<file path="config.mk">
export PLATFORM = sky130hd
export DESIGN_NAME = shift_right_seq
export DESIGN_NICKNAME = d
export VERILOG_FILES = /design/src/rtl/shift_right_seq.sv
export SDC_FILE = /design/constraint.sdc
export NUM_CORES = 1
export LEC_CHECK = 0
export ABC_AREA = 1
export CORE_UTILIZATION = 35
export DETAILED_ROUTE_END_ITERATION = 12
export SETUP_SLACK_MARGIN = 0.15
export SYNTH_ARGS = -nofsm -noshare
export SYNTH_HDL_FRONTEND = slang
export SYNTH_SLANG_ARGS = --single-unit
</file>
<file path="constraint.sdc">
create_clock -name clk -period 3.2 [get_ports clk]
set_input_delay 0.8 -clock clk [delete_from_list [all_inputs] [get_ports clk]]
set_output_delay 0.8 -clock clk [all_outputs]
set_load 0.02 [all_outputs]
</file>
<file path="src/rtl/shift_right_seq.sv">
// Sequential right shifter: one bit per clock, logical (zero fill) or
// arithmetic (sign fill). IDLE accepts a request, SHIFT walks the operand
// down until the captured count reaches zero, DONE holds a one-cycle
// completion pulse while the result register is valid.
module shift_right_seq #(
  parameter int WIDTH   = 32,
  parameter int SHAMT_W = 5
) (
  input  logic               clk,
  input  logic               reset,
  input  logic               start,
  input  logic [WIDTH-1:0]   a,
  input  logic [SHAMT_W-1:0] shamt,
  input  logic               arith,
  output logic [WIDTH-1:0]   out,
  output logic               busy,
  output logic               done
);

  typedef enum logic [1:0] {
    IDLE  = 2'd0,
    SHIFT = 2'd1,
    DONE  = 2'd2
  } state_t;

  state_t             state_q;
  state_t             state_d;
  logic [WIDTH-1:0]   work_reg;
  logic [SHAMT_W-1:0] count;
  logic               mode;

  // State register with synchronous reset
  always_ff @(posedge clk) begin
    if (reset) begin
      state_q <= IDLE;
    end else begin
      state_q <= state_d;
    end
  end

  // Next-state logic; start is only looked at in IDLE
  always_comb begin
    state_d = state_q;
    case (state_q)
      IDLE:    if (start) state_d = SHIFT;
      SHIFT:   if (count == '0) state_d = DONE;
      DONE:    state_d = IDLE;
      default: state_d = IDLE;
    endcase
  end

  // Status outputs decoded from state; done is high for the single DONE cycle
  always_comb begin
    busy = (state_q != IDLE);
    done = (state_q == DONE);
  end

  // Operand capture, one-bit-per-cycle shift and result register
  always_ff @(posedge clk) begin
    if (reset) begin
      work_reg <= '0;
      count    <= '0;
      mode     <= 1'b0;
      out      <= '0;
    end else begin
      case (state_q)
        IDLE: begin
          if (start) begin
            work_reg <= a;
            count    <= shamt;
            mode     <= arith;
          end
        end
        SHIFT: begin
          if (count != '0) begin
            work_reg <= {mode & work_reg[WIDTH-1], work_reg[WIDTH-1:1]};
            count    <= count - SHAMT_W'(1);
          end else begin
            out <= work_reg;
          end
        end
        default: ;
      endcase
    end
  end

endmodule
</file>
**Run 1: track usage over the die**

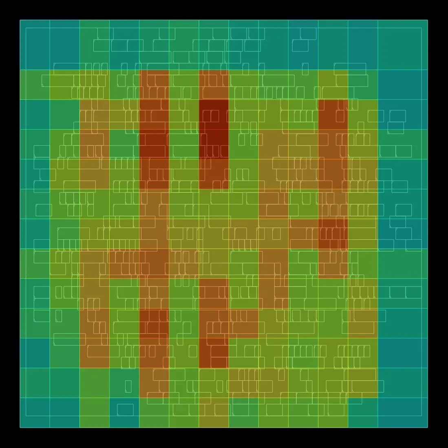
Final Util: 47.9%
M3 GR Usage: 2.67%
M1 GR Usage: 21.4%

**Run 1: where the registers sit**

Scale: 3 px per um.
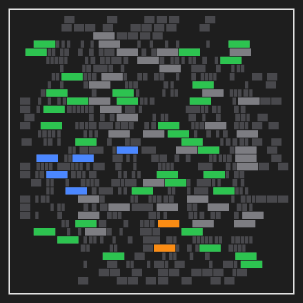
- state_q: orange (sequential cells 2)
- count: blue (sequential cells 5; where left middle)
- work_reg: green (sequential cells 32; where spread over the die)

==> impl_metrics.py, run 1 <==
# Metrics from the implementation run
metrics = {
    "setup_path": {
        "startpoint_type": "flip-flop",
        "crit_path_end_kind": "output pin",
        "criticalPathCategory": "flip-flop to output pin",
        "arrival_ns": 1.43,
        "worstRegToRegCells": 8,
        "critPathMaxFanout": 2,
        "critPathRequiredTime_ns": 2.40,
    },
    "clocking": {
        "htree_levels": 3,
        "cts_resized": 0,
        "cts_buffers": 9,
        "cts_sinks": 72,
        "cts-root-buf": "clkbuf_8",
        "cts_tree": "yes",
        "clockBufferDepth": 2,
        "clk_pin_slew_worst_paths_ns": 0.08,
        "cts-hold-fix-buffers": 0,
        "clk_latency_ns": 0.33,
        "cts_setup_buffers": 0,
    },
    "logic_synthesis": {
        "synth_area_sq_um": 2980,
        "synth_top_area_share_pct": 48.3,
        "ys_cells": 412,
        "ys_chip_area_sq_um": 2980,
        "edf_count": 0,
        "synthCells": 412,
        "yosysTopAreaCell": "dfxtp_1",
        "synth_cell_types": 25,
        "yosys-top-cells-count": "nand2_1 (157), dfxtp_1 (72), o21ai_0 (67), inv_1 (39), nand3_1 (34)",
        "ff_type": "dfxtp_1",
        "synth_dominant_cell_count": "nand2_1",
        "yosysWarnings": 0,
        "ys_ff": 72,
        "synth.avg_cell_area_sq_um": 7.24,
        "ys_async_sr_fraction_pct": 0,
        "postSynthNetCount": 454,
        "area_leaders": "dfxtp_1 (48%), nand2_1 (20%), o21ai_0 (11%), nand3_1 (5.7%), inv_1 (4.9%)",
        "seq_area_frac_synth_pct": 48.3,
    },
    "detailed_routing": {
        "drt_pass1_iterations": 4,
        "drtIter0Drc": 135,
        "viasPerCell": 4.60,
        "vias": 2715,
        "wl_um": 7010,
        "ant_nets": 0,
        "wire_per_inst_um": 11.9,
        "drc_errors": 0,
    },
    "sta": {
        "fin_setup_tns_ns": 0,
        "tightest_slew_ns": 0.539,
        "slew_violations": 0,
        "rsz0062_at_grt": "false",
        "setup-violations-final": 0,
        "fmax_mhz": 448,
        "final-hold-violation-count": 0,
        "timing.hold.ws_ns": 0.453,
        "slew_headroom_pct": 64.1,
        "fin_skew_ns": 0.00723,
        "finalCritPeriodShare_pct": 69.8,
        "finalWorstSetupSlack_ns": 0.968,
        "period_needed_ns": 2.23,
    },
    "power": {
        "peakVddDrop_mv": 0.200,
        "power.leakage_nw": 1.68,
        "power.density_nw_per_um2": 543,
        "finalPower_mw": 2.14,
    },
    "place": {
        "pre_cts_slack_ns": 0.767,
        "gp_congestion": 0.725,
        "port_buffers": 74,
        "dp_cells": 574,
        "dpl_cell_area_sq_um": 3760,
        "dp_hpwl_um": 4730,
    },
    "floorplanning": {
        "io-pin-count": 75,
        "num_rows": 33,
        "die_y_um": 94.3,
        "die_x_um": 94.3,
        "fp_util_pct": 36.3,
        "chip_area_sq_um": 8900,
        "core_sq_um": 8220,
    },
    "global_route": {
        "antenna_found_initial": 0,
        "grt_pass1_wl_um": 11700,
        "grt_max_degree": 46,
        "use_met2_pct": 28.1,
        "top_usage_layer": "met2",
        "grt_pass1_vias": 2542,
        "gr-total-overflow": 0,
        "grt_use_total_pct": 17.0,
    },
    "cells_and_area": {
        "finish.instance_area_sq_um": 3940,
        "regArea_sq_um": 1440,
        "fin_cells": 590,
        "drive_gt1_share_pct": 6.19,
        "syn2layout_area_growth_pct": 31.9,
        "logic_area_sq_um": 1240,
        "n_antenna_cell": 0,
        "layout.nets": 522,
        "fillCellCount": 840,
    },
    "run_status": {
        "status": "finished, final reports clean",
    },
    "hold_path": {
        "hold_class": "flip-flop to flip-flop",
        "whs_path_depth": 2,
    },
    "flow_run": {
        "maxCapViolations": 0,
        "warnings": 26,
    },
}
**Run 1: signal wires by layer**

Scale: 4 px per um.
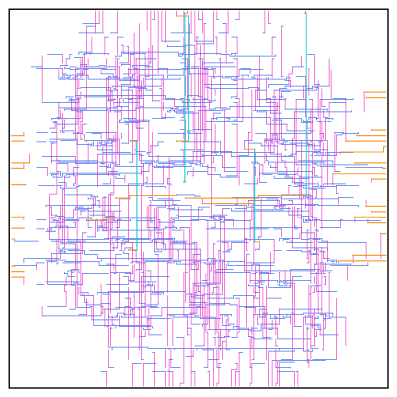
- met1: blue (wire length 3250 um)
- met2: magenta (wire length 3370 um)
- met3: orange (wire length 221 um)
- met4: cyan (wire length 169 um)

run 1: layout make-up:
type	instances	area share, %
Tap cell	105	3.34
Timing Repair Buffer	80	20.0
Inverter	41	4.04
Sequential cell	72	36.6
Multi-Input combinational cell	276	31.6
Clock inverter	5	0.827
Clock buffer	11	3.59
run 1: worst max-delay path, cell delays in order, from the launching register on:
cell and delay [ns]:
dfxtp_1 0.34, inv_1 0.06, nor2_1 0.09, clkdlybuf4s50_1 0.61
run 1: layout by cell type (no fill, tap or decap):
cell type        count
nand2_1            157
clkdlybuf4s50_1     74
dfxtp_1             72
o21ai_0             67
inv_1               39
nand3_1             34
clkbuf_8            10
nor2_1               6
buf_4                6
clkinvlp_4           3
nand2_4              2
clkinv_2             2
nand2_2              1
nor2_4               1
nand3_2              1
inv_2                1
inv_6                1
nand4_1              1
a21oi_4              1
nor2_8               1
xnor2_1              1
o31ai_1              1
a21oi_1              1
ha_1                 1
clkbuf_1             1
run 1: layer usage:
layer	routed length (um)	vias up	share of wire (%)
li1	-	1434	-
met1	3250	1226	46
met2	3370	43	48
met3	220	12	3.1
met4	169	0	2.4
met5	0	-	0
run 1: cells by family (layout without fill, tap and decap cells):
kind of cell	after synthesis	after routing	synth area share, %
and+or+nand+nor	204	204	28.8
adders and majority gates	1	1	0.419
xor gates and xnor gates	1	1	0.294
buffers and inverters	64	137	9.98
DFF	72	72	48.3
AOI/OAI and AO/OA	70	70	12.2
run 1: power breakdown:
group / leakage (nW) / switching, mW / internal [mW] / total (mW)
sequential: 0.587 / 0.0497 / 0.982 / 1.03
clock: 0.0813 / 0.330 / 0.300 / 0.630
combinational: 1.01 / 0.292 / 0.182 / 0.474
total: 1.68 / 0.671 / 1.46 / 2.14
run 1: final timing paths:
path	slack [ns]	start	to
worst max register to register	1.44	state_q[1]$_SDFFE_PP0P_	work_reg[2]$_SDFFE_PP0P_
worst min register to register	0.45	work_reg[9]$_SDFFE_PP0P_	work_reg[9]$_SDFFE_PP0P_
worst max-delay path	0.97	state_q[1]$_SDFFE_PP0P_	done
worst min-delay path	0.45	work_reg[9]$_SDFFE_PP0P_	work_reg[9]$_SDFFE_PP0P_
**Run 1: pin map**

Scale: 3 px per um. Pins as bars across the die edge, other pins in grey.
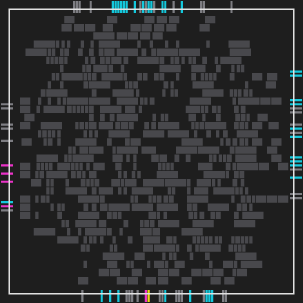

--- run 2 (diff from run 1) ---
==> constraint.sdc (replaced) <==
create_clock -name clk -period 2.05 [get_ports clk]
set_input_delay 0.5125 -clock clk [delete_from_list [all_inputs] [get_ports clk]]
set_output_delay 0.5125 -clock clk [all_outputs]
set_load 0.02 [all_outputs]
**Run 2: pin map**

Scale: 3 px per um. Pins as bars across the die edge, other pins in grey.
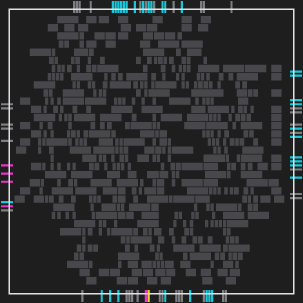
- shamt: magenta (pins 5; direction input; edge 4 left, 1 bottom)
- arith: yellow (pins 1; direction input; edge bottom)
- out: cyan (pins 32; direction output; edge 13 top, 10 right, 8 bottom, 1 left)
- all pins by edge: 24 top, 23 bottom, 17 right, 11 left

==> impl_metrics.py, run 2 <==
# Metrics from the implementation run
metrics = {
    "sta": {
        "setup-violations-final": 0,
        "slew_headroom_pct": 66.6,
        "fin_setup_tns_ns": 0,
        "final-hold-violation-count": 0,
        "fmax_mhz": 550,
        "finalCritPeriodShare_pct": 88.6,
        "period_needed_ns": 1.82,
        "rsz0062_at_grt": "false",
        "fin_skew_ns": 0.00774,
        "tightest_slew_ns": 0.500,
        "slew_violations": 0,
    },
    "setup_path": {
        "critPathRequiredTime_ns": 1.54,
        "startpoint_type": "flip-flop",
        "rrSetupSlack_ns": 0.38,
        "critPathMaxFanout": 2,
        "r2r_start": "count[0]$_SDFFE_PP0P_",
        "arrival_ns": 1.30,
        "critPathBufInv": 1,
        "cp_cell_sequence": "clkdlybuf4s50_1",
        "cp_slowest_stage_delay_ns": 0.62,
        "crit_path_end": "out[3]",
        "cp.depth": 1,
        "crit_path_end_kind": "output pin",
        "cp_top_family": "buffers and inverters",
        "critPathSlowestCell": "clkdlybuf4s50_1",
        "criticalPathCategory": "flip-flop to output pin",
        "startpoint": "out[3]$_SDFFE_PP0P_",
        "r2r_end": "work_reg[19]$_SDFFE_PP0P_",
        "worstRegToRegCells": 8,
    },
    "clocking": {
        "cts_setup_buffers": 0,
        "clk_latency_ns": 0.33,
        "cts_tree": "yes",
        "cts_sinks": 72,
        "clk_pin_slew_worst_paths_ns": 0.07,
        "cts-root-buf": "clkbuf_8",
        "htree_levels": 3,
        "clockBufferDepth": 2,
        "cts_buffers": 9,
    },
    "logic_synthesis": {
        "edf_count": 0,
        "synthCells": 412,
        "postSynthNetCount": 454,
        "seq_area_frac_synth_pct": 48.3,
        "ys_cells": 412,
        "synth_dominant_cell_count": "nand2_1",
        "ys_ff": 72,
        "yosysWarnings": 0,
        "synth_top_area_share_pct": 48.3,
        "synth.avg_cell_area_sq_um": 7.24,
        "yosys-top-cells-count": "nand2_1 (157), dfxtp_1 (72), o21ai_0 (67), inv_1 (39), nand3_1 (34)",
        "synth_cell_types": 25,
        "synth_area_sq_um": 2980,
        "ff_type": "dfxtp_1",
        "ys_async_sr_fraction_pct": 0,
        "yosysTopAreaCell": "dfxtp_1",
        "ys_chip_area_sq_um": 2980,
        "area_leaders": "dfxtp_1 (48%), nand2_1 (20%), o21ai_0 (11%), nand3_1 (5.7%), inv_1 (4.9%)",
    },
    "floorplanning": {
        "chip_area_sq_um": 8900,
        "fp_util_pct": 36.3,
        "io-pin-count": 75,
        "die_y_um": 94.3,
        "die_x_um": 94.3,
        "core_sq_um": 8220,
        "num_rows": 33,
    },
    "detailed_routing": {
        "drt_pass1_iterations": 7,
        "wl_um": 6930,
        "viasPerCell": 4.51,
        "vias": 2677,
        "drc_errors": 0,
        "wire_per_inst_um": 11.7,
        "drtIter0Drc": 122,
        "ant_nets": 0,
    },
    "power": {
        "sequentialPowerShare_pct": 46.4,
        "clkPwrFrac_pct": 32.0,
        "p_sw_share_pct": 29.3,
        "power.leakage_nw": 1.73,
        "peakVddDrop_mv": 0.288,
        "intPower_mw": 2.46,
        "p_comb_share_pct": 21.6,
        "netSwitchingPower_mw": 1.02,
        "power.density_nw_per_um2": 869,
    },
    "cells_and_area": {
        "n_antenna_cell": 0,
        "fillCellCount": 859,
        "syn2layout_area_growth_pct": 34.1,
        "fin_cells": 594,
        "drive_gt1_share_pct": 6.75,
        "post-route-util_pct": 48.7,
        "lay_top_cells": "nand2_1 (157), dfxtp_1 (72), clkdlybuf4s50_1 (72)",
        "layout.nets": 526,
        "final_common_cell": "nand2_1",
    },
    "place": {
        "port_buffers": 74,
        "dp_hpwl_um": 4900,
        "gp_congestion": 0.742,
        "dp_cells": 578,
    },
    "flow_run": {
        "maxCapViolations": 0,
        "warnings": 26,
    },
    "global_route": {
        "grt_use_total_pct": 17.3,
        "grt_max_degree": 41,
        "grt_pass1_wl_um": 12000,
        "grt_pass1_vias": 2658,
        "antenna_found_initial": 0,
        "gr-total-overflow": 0,
    },
    "hold_path": {
        "hold_class": "flip-flop to flip-flop",
    },
    "run_status": {
        "status": "finished, final reports clean",
    },
}
[run 2: cell counts after synthesis]
Identical to the previous run, type by type.
[run 2: layout make-up]
class / count / area, sq um / area share, %
clock inverter: 3 / 40.0 / 1.00
sequential: 72 / 1440 / 36.0
clock buffer: 13 / 159 / 3.97
multi-input combinational: 276 / 1240 / 31.1
inverter: 41 / 159 / 3.97
tap: 105 / 131 / 3.28
timing repair buffer: 84 / 826 / 20.6
[run 2: cells by family (layout without fill, tap and decap cells)]
family,count (synthesis),count (layout),synth area share (%)
AND/OR/NAND/NOR,204,204,28.8
AND-OR/OR-AND,70,70,12.2
buffers and inverters,64,141,9.98
adder cells (fa/ha/maj),1,1,0.419
flip-flops,72,72,48.3
XOR/XNOR,1,1,0.294
[run 2: worst min path at each step]
stage | start | cells past startpoint | slack, ns | to
6_report | work_reg[29]$_SDFFE_PP0P_ | 2 | 0.45 | work_reg[29]$_SDFFE_PP0P_
3_5_place_dp | work_reg[11]$_SDFFE_PP0P_ | 2 | 0.44 | work_reg[11]$_SDFFE_PP0P_
5_1_grt | work_reg[29]$_SDFFE_PP0P_ | 2 | 0.47 | work_reg[29]$_SDFFE_PP0P_
2_1_floorplan | work_reg[31]$_SDFFE_PP0P_ | 2 | 0.43 | work_reg[31]$_SDFFE_PP0P_
4_1_cts | work_reg[21]$_SDFFE_PP0P_ | 2 | 0.45 | work_reg[21]$_SDFFE_PP0P_
3_3_place_gp | work_reg[3]$_SDFFE_PP0P_ | 2 | 0.44 | work_reg[3]$_SDFFE_PP0P_
[run 2: through the flow]
| stage | total power, mW | hold slack (ns) | instance area (sq um) | worst slack [ns] |
|---|---|---|---|---|
| after floorplan | 2.15 | 0.426 | 2980 | 0.691 |
| after global placement | 2.39 | 0.436 | 3800 | 0.162 |
| after detailed placement | 2.41 | 0.439 | 3800 | 0.132 |
| after CTS | 3.52 | 0.455 | 4000 | 0.201 |
| after global routing | 3.71 | 0.471 | 4000 | 0.179 |
| final | 3.48 | 0.452 | 4000 | 0.233 |
[run 2: power groups by stage]
stage               Combinational, mW  Clock (mW)  Sequential, mW
floorplan                       0.492           0            1.66
global placement                0.754           0            1.64
detailed placement              0.764           0            1.64
CTS                             0.764        1.14            1.61
global route                    0.863        1.21            1.63
finish                          0.752        1.11            1.61
[run 2: per-layer routing]
| layer | vias up | GRT usage [%] | routed length [um] |
|---|---|---|---|
| met5 | - | 0 | 0 |
| met4 | 0 | 7.82 | 58 |
| met3 | 6 | 2.83 | 209 |
| met2 | 41 | 28.9 | 3370 |
| met1 | 1198 | 21.7 | 3300 |
| li1 | 1432 | - | - |
[run 2: timing repair]
item / 4_1_cts / 5_1_grt
hold buffers: 0 / 0
hold endpoints to repair: 0 / 0
resized: 2 / 0
setup endpoints to repair: 2 / 0
[run 2: worst min-delay path: stages, from the launching register on]
cell and delay, ns:
dfxtp_1 0.31, nand2_1 0.06, nand2_1 0.04
Power and IR drop assume default switching activity.
